--- src/rtl/vend_pkg.sv ---
// Shared types and coin encoding for the vending controller.
package vend_pkg;

  typedef enum logic [1:0] {
    ST_IDLE    = 2'd0,
    ST_COLLECT = 2'd1,
    ST_VEND    = 2'd2,
    ST_CHANGE  = 2'd3
  } state_t;

  localparam logic [1:0] COIN_NONE = 2'b00;
  localparam logic [1:0] COIN_R1   = 2'b01;
  localparam logic [1:0] COIN_R2   = 2'b10;
  localparam logic [1:0] COIN_R5   = 2'b11;

  localparam int COIN_VAL_W = 4;

  function automatic logic [COIN_VAL_W-1:0] coin_value(input logic [1:0] code);
    case (code)
      COIN_R1: return COIN_VAL_W'(1);
      COIN_R2: return COIN_VAL_W'(2);
      COIN_R5: return COIN_VAL_W'(5);
      default: return '0;
    endcase
  endfunction

endpackage

--- src/rtl/vend_idle_timer.sv ---
// Counts idle cycles while enabled; flags the cycle whose edge completes TIMEOUT idle cycles.
module vend_idle_timer #(
  parameter int TIMEOUT = 255
) (
  input  logic clk,
  input  logic rst,
  input  logic i_clr,
  input  logic i_en,
  output logic o_expired
);

  localparam int TW = $clog2(TIMEOUT + 1);

  logic [TW-1:0] r_cnt;

  always_ff @(posedge clk or posedge rst) begin
    if (rst)                r_cnt <= '0;
    else if (i_clr || !i_en) r_cnt <= '0;
    else                    r_cnt <= r_cnt + TW'(1);
  end

  // Fires during the TIMEOUT-th idle cycle so the refund starts on that edge.
  assign o_expired = i_en && !i_clr && (r_cnt == TW'(TIMEOUT - 1));

endmodule

--- src/rtl/vend_controller.sv ---
// Vending controller: coin credit, product select, dispenser and change-hopper handshakes.
module vend_controller
  import vend_pkg::*;
#(
  parameter int NUM_PROD = 4,
  parameter int CREDIT_W = 4,
  parameter logic [NUM_PROD*CREDIT_W-1:0] PRICES = {4'd5, 4'd4, 4'd3, 4'd2},
  parameter int TIMEOUT = 255,
  localparam int SEL_W = (NUM_PROD > 1) ? $clog2(NUM_PROD) : 1
) (
  input  logic                clk,
  input  logic                rst,
  input  logic [1:0]          coin,
  input  logic                sel_valid,
  input  logic [SEL_W-1:0]    sel_id,
  input  logic                cancel,
  input  logic                disp_ack,
  input  logic                chg_ack,
  output logic                disp_req,
  output logic [SEL_W-1:0]    disp_id,
  output logic                chg_req,
  output logic [CREDIT_W-1:0] credit,
  output logic                busy,
  output logic                coin_rej,
  output logic                sel_rej
);

  state_t              r_state, w_state_nxt;
  logic [CREDIT_W-1:0] r_credit, w_credit_nxt;
  logic [SEL_W-1:0]    r_disp_id, w_disp_id_nxt;
  logic                r_coin_rej, w_coin_rej_nxt;
  logic                r_sel_rej, w_sel_rej_nxt;

  logic [CREDIT_W:0]   w_sum;
  logic [CREDIT_W-1:0] w_avail;
  logic [CREDIT_W-1:0] w_price_sel;
  logic [CREDIT_W-1:0] w_price_disp;
  logic                w_sel_ok;
  logic                w_cancel_act;
  logic                w_expired;
  logic                w_tmr_clr;
  logic                w_tmr_en;

  assign w_sum        = {1'b0, r_credit} + (CREDIT_W+1)'(coin_value(coin));
  assign w_price_sel  = PRICES[int'(sel_id)*CREDIT_W +: CREDIT_W];
  assign w_price_disp = PRICES[int'(r_disp_id)*CREDIT_W +: CREDIT_W];

  generate
    if (NUM_PROD == (1 << SEL_W)) begin : g_sel_full
      assign w_sel_ok = 1'b1;
    end else begin : g_sel_part
      assign w_sel_ok = (sel_id < SEL_W'(NUM_PROD));
    end
  endgenerate

  assign w_tmr_en  = (r_state == ST_COLLECT);
  assign w_tmr_clr = (coin != COIN_NONE) || sel_valid;

  vend_idle_timer #(.TIMEOUT(TIMEOUT)) u_idle_timer (
    .clk       (clk),
    .rst       (rst),
    .i_clr     (w_tmr_clr),
    .i_en      (w_tmr_en),
    .o_expired (w_expired)
  );

  always_ff @(posedge clk or posedge rst) begin
    if (rst) begin
      r_state    <= ST_IDLE;
      r_credit   <= '0;
      r_disp_id  <= '0;
      r_coin_rej <= 1'b0;
      r_sel_rej  <= 1'b0;
    end else begin
      r_state    <= w_state_nxt;
      r_credit   <= w_credit_nxt;
      r_disp_id  <= w_disp_id_nxt;
      r_coin_rej <= w_coin_rej_nxt;
      r_sel_rej  <= w_sel_rej_nxt;
    end
  end

  always_comb begin
    w_state_nxt    = r_state;
    w_credit_nxt   = r_credit;
    w_disp_id_nxt  = r_disp_id;
    w_coin_rej_nxt = 1'b0;
    w_sel_rej_nxt  = 1'b0;
    w_avail        = r_credit;
    w_cancel_act   = 1'b0;
    case (r_state)
      ST_IDLE, ST_COLLECT: begin
        w_cancel_act = cancel && (r_state == ST_COLLECT);
        if (coin != COIN_NONE) begin
          if (w_cancel_act || w_sum[CREDIT_W]) w_coin_rej_nxt = 1'b1;
          else                                 w_avail = w_sum[CREDIT_W-1:0];
        end
        w_credit_nxt = w_avail;
        if (w_avail != '0) w_state_nxt = ST_COLLECT;
        // Select sees the credit including a coin accepted in the same cycle.
        if (w_cancel_act) begin
          w_state_nxt = ST_CHANGE;
        end else if (sel_valid) begin
          if (w_sel_ok && (w_avail >= w_price_sel)) begin
            w_state_nxt   = ST_VEND;
            w_disp_id_nxt = sel_id;
          end else begin
            w_sel_rej_nxt = 1'b1;
          end
        end else if (w_expired) begin
          w_state_nxt = ST_CHANGE;
        end
      end
      ST_VEND: begin
        w_coin_rej_nxt = (coin != COIN_NONE);
        if (disp_ack) begin
          w_credit_nxt = (r_credit >= w_price_disp) ? (r_credit - w_price_disp) : '0;
          w_state_nxt  = (w_credit_nxt != '0) ? ST_CHANGE : ST_IDLE;
        end
      end
      ST_CHANGE: begin
        w_coin_rej_nxt = (coin != COIN_NONE);
        if (r_credit == '0) begin
          w_state_nxt = ST_IDLE;
        end else if (chg_ack) begin
          w_credit_nxt = r_credit - CREDIT_W'(1);
          if (r_credit == CREDIT_W'(1)) w_state_nxt = ST_IDLE;
        end
      end
      default: w_state_nxt = ST_IDLE;
    endcase
  end

  assign disp_req = (r_state == ST_VEND);
  assign chg_req  = (r_state == ST_CHANGE);
  assign busy     = (r_state == ST_VEND) || (r_state == ST_CHANGE);
  assign disp_id  = r_disp_id;
  assign credit   = r_credit;
  assign coin_rej = r_coin_rej;
  assign sel_rej  = r_sel_rej;

endmodule

--- config.mk ---
export PLATFORM = sky130hd
export DESIGN_NAME = vend_controller
export DESIGN_NICKNAME = d
export VERILOG_FILES = /design/src/rtl/vend_pkg.sv /design/src/rtl/vend_idle_timer.sv /design/src/rtl/vend_controller.sv
export SDC_FILE = /design/constraint.sdc
export NUM_CORES = 1
export LEC_CHECK = 0
export CAP_MARGIN = 20
export CORE_UTILIZATION = 30
export CTS_CLUSTER_SIZE = 8
export DETAILED_ROUTE_END_ITERATION = 6
export PLACE_DENSITY = 0.45
export SLEW_MARGIN = 40
export SYNTH_ARGS = -nofsm -noshare
export SYNTH_HDL_FRONTEND = slang
export SYNTH_SLANG_ARGS = --single-unit
--- constraint.sdc ---
create_clock -name clk -period 4.6 [get_ports clk]
set_input_delay 0.46 -clock clk [delete_from_list [all_inputs] [get_ports clk]]
set_output_delay 0.46 -clock clk [all_outputs]
set_load 0.01 [all_outputs]
==> results.ini <==
[cells_and_area]
final_cell_mix = clkdlybuf4s50_1 (20), dfrtp_1 (18), nor2_1 (17), nand2_1 (14)
inv_count = 14
seq_cells = 18
logic_gates = 126
combGateArea_um2 = 901
nFillCells = 458
num_antenna_cells = 0
flop_area_um2 = 450
drive_gt1_frac = 0.0604
buf_share = 0.116
largest_register = u_idle_timer.r_cnt
fin_nets = 208
sh_seq_area = 0.261

[drt]
vias = 1267
route.detailed.drc = 4
drt-total-wl_mm = 3.60
wl_met3_um = 165
ant_nets = 0
via_per_inst = 5.41
drt_iter0_drc = 97

[clock_network]
insertion_delay_ps = 260
cts_made_buffers = 3
cts_setup_buffers = 0
clkSlewWorstSetupHoldPaths_ps = 80
clk_path_buf_depth = 2
cts_tree = done
post_cts_resized = 0

[synth]
edf_count = 0
synth.distinct_cells = 46
aoi_share = 0.196
netlist_area_um2 = 1430
synth_async_sr_flop_share = 1.00
synth-main-ff-cell = dfrtp_1
top_logic_kind = simple AND/OR/NAND/NOR gates
syn_area_per_cell_um2 = 8.80
simple_gate_area_frac = 0.219
ys_seq_share = 0.316

[floorplanning]
n_tap_cell = 52
ios = 21
die_area_um2 = 5030
die_x_um = 71.0
fp_util = 0.319
die_y_um = 71.0
core_um2 = 4470

[power_and_ir_drop]
p_int_w = 0.000618
p_seq_frac = 0.253
p_per_area_nw_per_um2 = 666
seq_power_w = 0.000291
pwr-share-clk = 0.116
p_comb_frac = 0.631
irDropWorstVdd_mv = 0.332

[worst_setup_path]
reg2reg_slack_ps = 1160
cp-startpoint = coin[0]
crit_path_end = r_state[1]
path_class = in2reg
cpPeakStageDelay_ps = 580
worstSetupStartpointType = primary input
path_cells = clkdlybuf4s50_1, ha_1, inv_1, fa_1, nor2b_1, o21ai_0, nand2b_1, mux2i_1, ha_1, o21ai_0, a21o_1, a31oi_2, nand2b_1, a211o_1
slowest_stage = clkdlybuf4s50_1
cp_top_family = AND-OR/OR-AND gates
path_depth = 14
crit_fanout = 5
crit_required_ps = 4750
rr_worst_depth = 12
worst_ep_arrival_time_ps = 3780

[placement]
place_area_um2 = 1670
place.detailed.hpwl_mm = 2.83
pre_cts_slack_ps = 733
gp_congestion = 0.865

[grt]
grtUsageMet2 = 0.233
grt_pass1_wl_mm = 6.05

[sta]
tightest_slew_ps = 678
hold_ws_ps = 520
finalSetupTns_ps = 0
max-slew-margin-rel = 0.545
clock_skew_ps = 8.55
hold_viol = 0
fmax_ghz = 0.275

[run_status]
violations = DRC
status = complete, but fails checks

[hold_path]
min_path_type = in2async

## logic make-up (layout without fill, tap and decap cells)
logic type               Yosys count  after routing
AND/OR/NAND/NOR                   60             60
AND-OR/OR-AND                     40             40
flip-flops                        18             18
buffers and inverters             18             38
adder cells (fa/ha/maj)           15             15
XOR/XNOR                           8              8
multiplexers                       3              3
## cell usage after synthesis (2+ instances only)
cell,count
o22a_1,2
mux2i_1,2
nand2b_1,6
a21boi_0,2
a21o_1,3
xnor2_1,2
nor2_1,17
o22ai_1,2
inv_1,14
o31ai_1,2
dfrtp_1,18
clkbuf_1,3
o21ai_0,5
ha_1,13
nand3_1,6
nand2_1,14
nor2b_1,2
xor2_1,6
and3_1,2
fa_1,2
nand4_1,2
nor3_1,2
a21oi_1,12
Fig. 1: cell sizes after repair
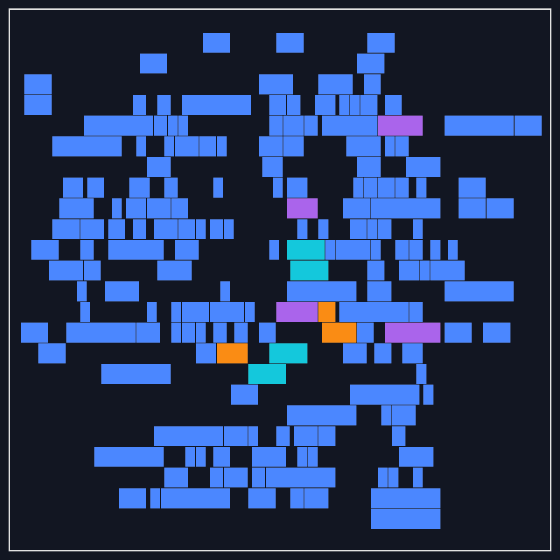
legend:
  drive 2:
    color: orange
    cells: 3
    share: 1.6%
  drive 6 and up:
    color: cyan
    cells: 4
    share: 2.2%
  drive 3 to 4:
    color: purple
    cells: 4
    share: 2.2%
  drive 1 or less:
    color: blue
    cells: 171
    share: 94%
Setup WS post-layout: 966 ps
Syn-to-layout area delta: 20.9%
finished layout cell area: 1720 um2
Non-clk bufs: 20

Fig. 2: routed clock nets over the placement
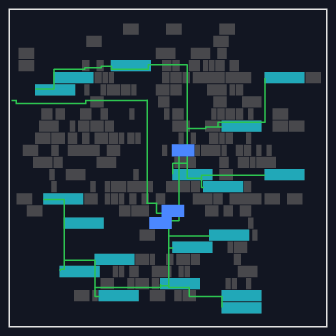
legend:
  flip-flops:
    color: cyan
    count: 18
  clock wires:
    color: green
    length: 303 um
  cells driving clock nets:
    color: blue
    count: 3
routed clock nets: 4

Fig. 3: routing congestion
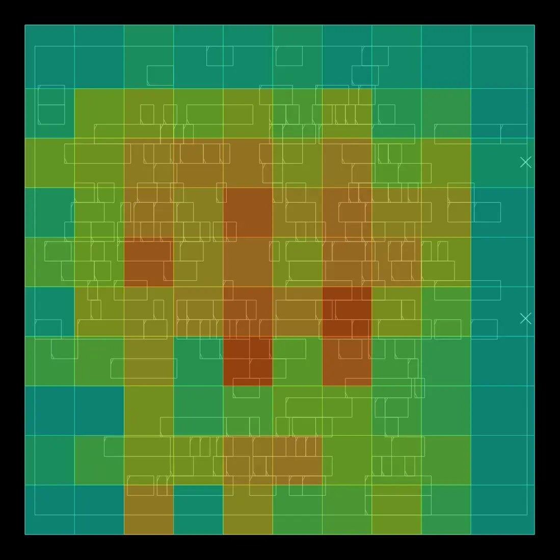
fin util: 0.385
grt peak-use layer: met1
GRT Util Overall: 0.156
GR Layer Usage met3: 0.0242

Fig. 4: logic cells by family
The bar under the picture is 20 um long.
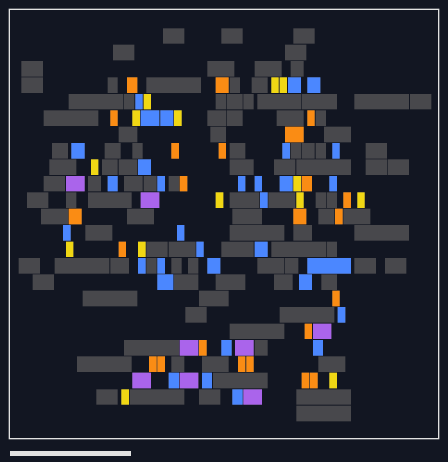
legend:
  XOR/XNOR gates:
    color: purple
    cells: 8
    most_used: xor2_1
  NOR gates:
    color: orange
    cells: 23
    most_used: nor2_1
  NAND gates:
    color: blue
    cells: 32
    most_used: nand2_1
  inverters:
    color: yellow
    cells: 14
    most_used: inv_1
Commonest Layout Cell: clkdlybuf4s50_1
logic share of the area: 0.522
fin cells: 234

Power figures rest on the tool's default switching activity, not on a simulated workload.
